Design rf_write_arbiter, sky130hd; sources not shown.
run_1/layer_met4.png
Scale: 4 px per um. Supply wires on this layer in gray.
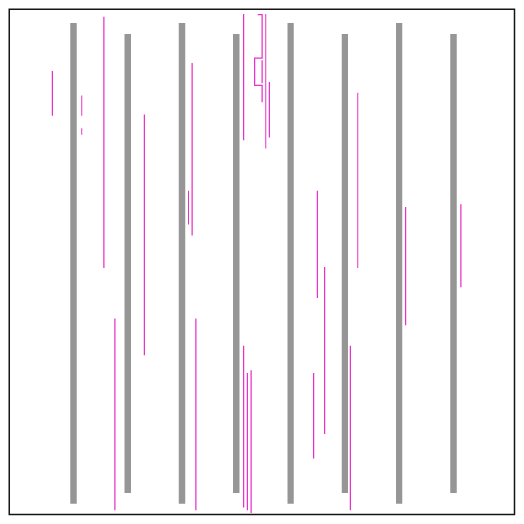
share of all routed wire = 2.8%
main direction = vertical
routed via count: 7830
routed wire length: 25900 um

run_1/wires.png
Scale: 4 px per um. Two of the layers only.
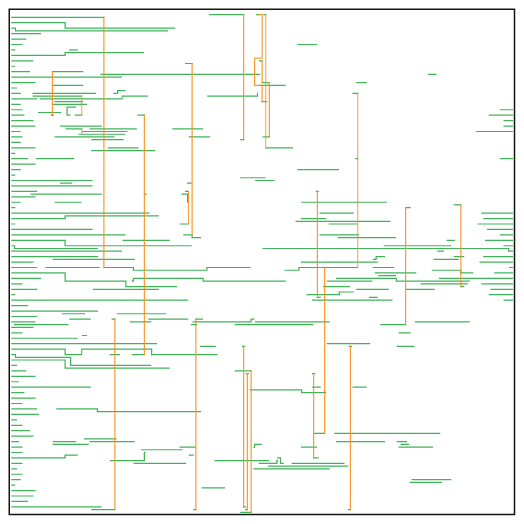
metal 4 -> orange  # wire length 728 um
metal 3 -> green  # wire length 2490 um
WL per Instance: 20.9 um
All-Layer GR Usage: 31.3%

run_1/layer_met1.png
Scale: 4 px per um. Supply wires on this layer in gray.
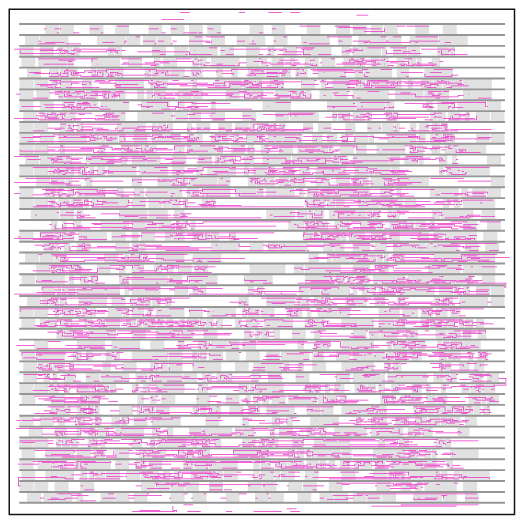
longest straight run = 47.8 um
nets with wire on the layer = 1057
GR Util met1: 39.4%

==> run notes, run 1 <==
The synthesis and place-and-route flow finished, so here is a summary.

The script computed a power per unit cell area of 653 mW/mm^2. The count of distinct cell types in the synthesized netlist is ~64. The multi-input combinational cells in the finished layout cover a total of 0.00450 mm^2.

The synthesized area per cell is 8.06 um^2. The final clock period utilization by the worst path is 96.6%. Summed over all nets, wire length on met3 after detailed routing comes to roughly 2500 um. The effective utilization at floorplan is 46.0%. In the final timing run, aggregate negative setup slack is 0 ns.

Entering global routing, the biggest net connects 55 pins. The clock tree from TritonCTS is built. The total cells reported by yosys after synthesis is 830. Logged for this run, the post-placement worst setup slack is 0.183 ns. The number of antenna violations at the first check in global routing came out at 0. In this run the remaining antenna-violating nets after routing total 0. The and-or/or-and share of the synthesized area came out at about a third. By instance count after routing, the leading logic cell type is sky130_fd_sc_hd__clkdlybuf4s50_1. The xor and xnor fraction of the mapped netlist area came out at 2.88%.

TritonCTS reports the number of clock sinks as 94. The final timing report lists a hold violation count of 0. The number of flops mapped to enable cells by yosys came out at 0. The primary flip-flop cell chosen by synthesis mapping is sky130_fd_sc_hd__dfxtp_1. The max-slew violation count is 0.

The number of clock buffers inserted by TritonCTS came out at 9. The flow ran to the end, and the final reports show no timing, DRC or antenna violations. The post-synthesis instance area came out at 0.00669 mm^2. The number of top-level pins came out at between 200 and 300. The timing report gives the biggest stage delay along the critical path as 0.68 ns. STA classifies the critical path startpoint as a flip-flop. The clock root buffer is sky130_fd_sc_hd__clkbuf_16.

The post-route met1 wirelength is 10200 um. The length of routed met2 wiring came out at 12500 um. The share of synthesized area spent on multiplexers came out at under 10%. The worst-case reg-to-reg path depth is 12. The core box area is 0.0145 mm^2. The number of nets in the layout is ~1200.

The area fraction in full adders, half adders and majority gates is less than 1%. The kind of critical path is flip-flop to output port. The routing usage on met3 is between 7 and 8%.

The measured slew at the worst slew-check pin is 1.14 ns. The shortest period the worst path allows is between 4 and 5 ns. Per STA, the worst path is made up of inv_1 -> ha_1 -> mux4_2 -> buf_4 -> o21a_1 -> nor3_1 -> a211oi_1 -> nor4_4 -> o21ai_2 -> mux2_2 -> a21oi_1 -> clkdlybuf4s50_1. All stages included, the depth of the critical timing path comes to 12. The die is 126 um wide. The count of H-tree levels built during CTS came out at 3.

The synthesis log from Yosys contains 0 warnings. Once synthesis finished, the tally of register bits stood at around 94. The die is 126 um tall. The fill cell total of the finished layout is 1255. The worst path arrival time came out at 4.16 ns. The minimum setup slack in the final design is 0.164 ns. The number of buffers and inverters on the critical path came out at 3. The final setup violation count is 0. The number of iterations in the first detailed-routing pass came out at 6.

Cells with a size suffix above 1 make up 9.98% of the layout.
-- run 1: final cells by class --
cell class                 instances  share of cell area (%)
multi-input combinational        642                    46.0
timing repair buffer             290                    29.1
sequential                        94                    19.3
clock buffer                      11                    2.48
tap                              184                    2.36
inverter                          10                   0.384
clock inverter                     5                   0.359
-- run 1: repair_timing --
action                                  CTS  global route
pin swaps                                 0             1
gates resized                             2             6
endpoints found under the setup margin    3             3
gates cloned                              0             0
buffers inserted                          0             1
-- run 1: power by group --
part	switching [W]	total (W)	internal [W]
logic	0.00248	0.00449	0.00201
clock network	0.000330	0.000696	0.000366
registers	0.000144	0.00120	0.00106
total	0.00295	0.00638	0.00343
-- run 1: cell usage after synthesis, types with 6 or more instances --
master / count / area (um^2)
sky130_fd_sc_hd__o21ai_0: 42 / 210
sky130_fd_sc_hd__nor2b_1: 10 / 62.6
sky130_fd_sc_hd__xnor2_1: 9 / 78.8
sky130_fd_sc_hd__clkbuf_1: 49 / 184
sky130_fd_sc_hd__dfxtp_1: 94 / 1880
sky130_fd_sc_hd__nor2_1: 64 / 240
sky130_fd_sc_hd__nand2_1: 53 / 199
sky130_fd_sc_hd__a31oi_1: 38 / 238
sky130_fd_sc_hd__a21oi_1: 83 / 415
sky130_fd_sc_hd__buf_2: 16 / 80.1
sky130_fd_sc_hd__and3_1: 9 / 56.3
sky130_fd_sc_hd__xor2_1: 13 / 114
sky130_fd_sc_hd__nand3_1: 85 / 425
sky130_fd_sc_hd__mux4_2: 24 / 541
sky130_fd_sc_hd__inv_1: 10 / 37.5
sky130_fd_sc_hd__o2bb2ai_1: 37 / 324
sky130_fd_sc_hd__buf_1: 13 / 48.8
sky130_fd_sc_hd__a221oi_1: 46 / 403
sky130_fd_sc_hd__nand3b_1: 6 / 45.0
sky130_fd_sc_hd__a22oi_1: 41 / 308
run_1/flops_by_reg.png
Scale: 4 px per um. Other sequential cells in the stronger gray, the rest of the logic in the fainter gray.
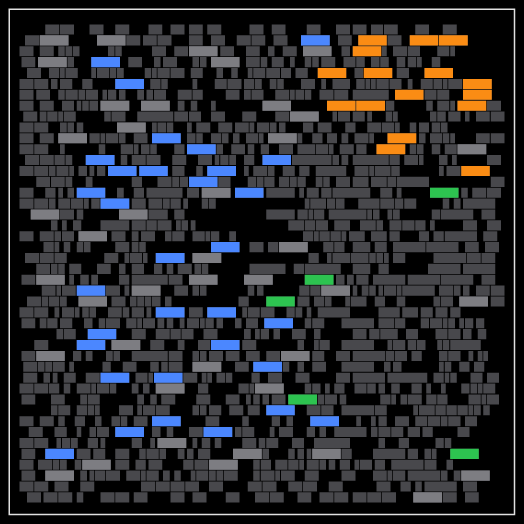

==> inputs of run 2 (changes only) <==
--- a/config.mk
+++ b/config.mk
@@ -5,6 +5,7 @@
 export SDC_FILE = /design/constraint.sdc
 export NUM_CORES = 1
 export LEC_CHECK = 0
+export CORE_ASPECT_RATIO = 1.1
 export CORE_MARGIN = 2
 export CORE_UTILIZATION = 45
 export CTS_CLUSTER_SIZE = 12
run_2/flops_by_reg.png
Scale: 4 px per um. Other sequential cells in the stronger gray, the rest of the logic in the fainter gray.
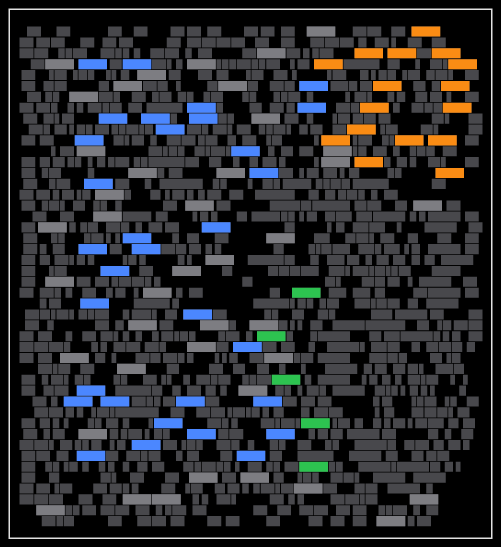
`addr_b` -> green  # sequential cells 5
`conflict_cnt` -> orange  # sequential cells 16, where north-east
`din_b` -> blue  # sequential cells 32
not colored = 41
share of the core filled with cells in the final layout: 67.2%
power consumed by sequential cells: 0.00120 W
flop share of the area: 19.3%
FF/Latch Area: 0.00188 mm^2

run_2/congestion.png
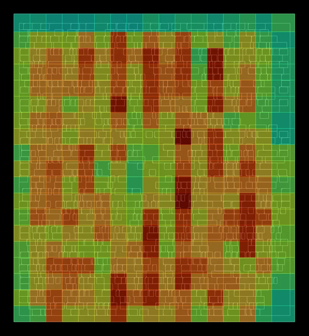
All-Layer GR Usage: 31.2%
met3 routing resource usage after global routing: 7.53%

==> run 2 against run 1 <==
Effect of this change: clock skew increased by 0.0026 ns; area after synthesis unchanged; sequential power about the same; via count decreased by 2.1%; die size about the same; critical path type unchanged.
==> run notes, run 2 <==
The synthesis and place-and-route flow finished, so here is a summary.

The total number of yosys warnings is 0 (unchanged). The antenna violation net count after detailed routing is 0 (unchanged). The shortest period the worst path allows came out at 4.58 ns (was 4.64 ns). The effective utilization at floorplan came to 46.1% (was 46.0%).

Run status: completed (unchanged). The fraction of final layout cells sized beyond drive strength 1 is 9.11% (was 9.98%). The clock network area share is 3.31% (was 2.84%).

The chip width came out at 120 um (was 126 um). The worst path arrival time came out at 4.10 ns (was 4.16 ns). The count of H-tree levels built during CTS came out at 3 (unchanged). The number of antenna violations at the first check in global routing came out at 0 (unchanged). The share of total power in the clock network is 12.6% (was 10.9%).

The final setup violation count is 0 (unchanged). The total cells reported by yosys after synthesis is 830 (unchanged). The number of clock sinks seen by CTS came out at 94 (unchanged). The clock network power is 0.000801 W (was 0.000696 W). The non-clock buffering overhead in the final layout came out at 28.7% (was 29.1%).

The largest cell class by area was multi-input combinational cells (unchanged). The wire length per cell after detailed routing is 20.4 um (was 20.9 um). Cell types occupying the most area after synthesis: sky130_fd_sc_hd__dfxtp_1, sky130_fd_sc_hd__mux4_2, sky130_fd_sc_hd__nand3_1, sky130_fd_sc_hd__a21oi_1, sky130_fd_sc_hd__a221oi_1 (unchanged). The measured slew at the worst slew-check pin is 1.12 ns (was 1.14 ns). The most common logic cell in the routed design is sky130_fd_sc_hd__clkdlybuf4s50_1 (unchanged). The reported combinational group power is 0.00435 W (was 0.00449 W). The area of the multi-input gates is 0.00447 mm^2 (was 0.00450 mm^2).

The ratio of total power to cell area came to 652 mW/mm^2 (was 653 mW/mm^2). The worst-case reg-to-reg path depth came to 14 (was 12). The clock tree from TritonCTS is built (unchanged). The accumulated negative setup slack is 0 ns (unchanged). The synthesized area per cell came out at 8.06 um^2 (unchanged). The most repeated cell in the gate-level netlist after synthesis is sky130_fd_sc_hd__dfxtp_1 (unchanged).

The max-slew violation count is 0 (unchanged). The multi-input gate share of total cell area came out at 45.8% (was 46.0%). The number of signal-net buffers in the layout was 282 (was 290). The final wirelength is 25200 um (was 25900 um). The area fraction of the dominant cell type after synthesis is 28.1% (unchanged). The register share of total power is 18.9% (was 18.8%). The area fraction in full adders, half adders and majority gates came to 0.935% (unchanged). The power dissipated by switching net loads came out at 0.00288 W (was 0.00295 W). The inverter tally of the final layout excluding the clock network is 10 (unchanged). The number of endpoints with negative hold slack in the final report came to 0 (unchanged). The number of clock buffers inserted by TritonCTS is 9 (unchanged).

The total number of multi-input combinational cells came out at 642 (unchanged). The final clock period utilization by the worst path was 95.4% (was 96.6%). The maximum number of pins on one net before global-route repair came to 55 (unchanged). The critical path startpoint category is a flip-flop (unchanged). The floorplan die height came out at 132 um (was 126 um).
[run 2: what timing repair did]
item	4_1_cts	5_1_grt
endpoints found under the hold margin	0	0
setup buffers	0	1
gates resized	0	4
hold buffers	0	0
endpoints found under the setup margin	0	4
[run 2: per-layer routing]
metal | track usage [%] | vias to the layer above | wire [um]
li1 | - | 3645 | -
met1 | 39.3 | 3647 | 10100
met2 | 52.3 | 342 | 12400
met3 | 7.53 | 33 | 2170
met4 | 10.5 | 0 | 559
met5 | 0 | - | 0
[run 2: metrics by stage]
stage | hold WS, ns | total power, W | worst slack (ns) | cells
4_1_cts | 0.476 | 0.00630 | 0.0982 | 1234
2_1_floorplan | 0.467 | 0.00374 | -4.84 | 746
3_5_place_dp | 0.461 | 0.00549 | 0.369 | 1219
3_3_place_gp | 0.454 | 0.00544 | 0.374 | 1219
5_1_grt | 0.497 | 0.00677 | -0.00849 | 1235
6_report | 0.473 | 0.00636 | 0.220 | 1235
[run 2: worst max-delay path: stages, from the launching register on]
cell and delay (ns):
sky130_fd_sc_hd__dfxtp_1 0.35, sky130_fd_sc_hd__inv_1 0.10, sky130_fd_sc_hd__ha_1 0.36, sky130_fd_sc_hd__mux4_2 0.57, sky130_fd_sc_hd__buf_12 0.17, sky130_fd_sc_hd__nor2b_2 0.25, sky130_fd_sc_hd__a221oi_1 0.18, sky130_fd_sc_hd__a2111oi_4 0.39
sky130_fd_sc_hd__o2111ai_2 0.18, sky130_fd_sc_hd__o2111a_1 0.26, sky130_fd_sc_hd__a221oi_1 0.33, sky130_fd_sc_hd__a21oi_1 0.11, sky130_fd_sc_hd__clkdlybuf4s50_1 0.48
Power is estimated from default activity; no workload was simulated.
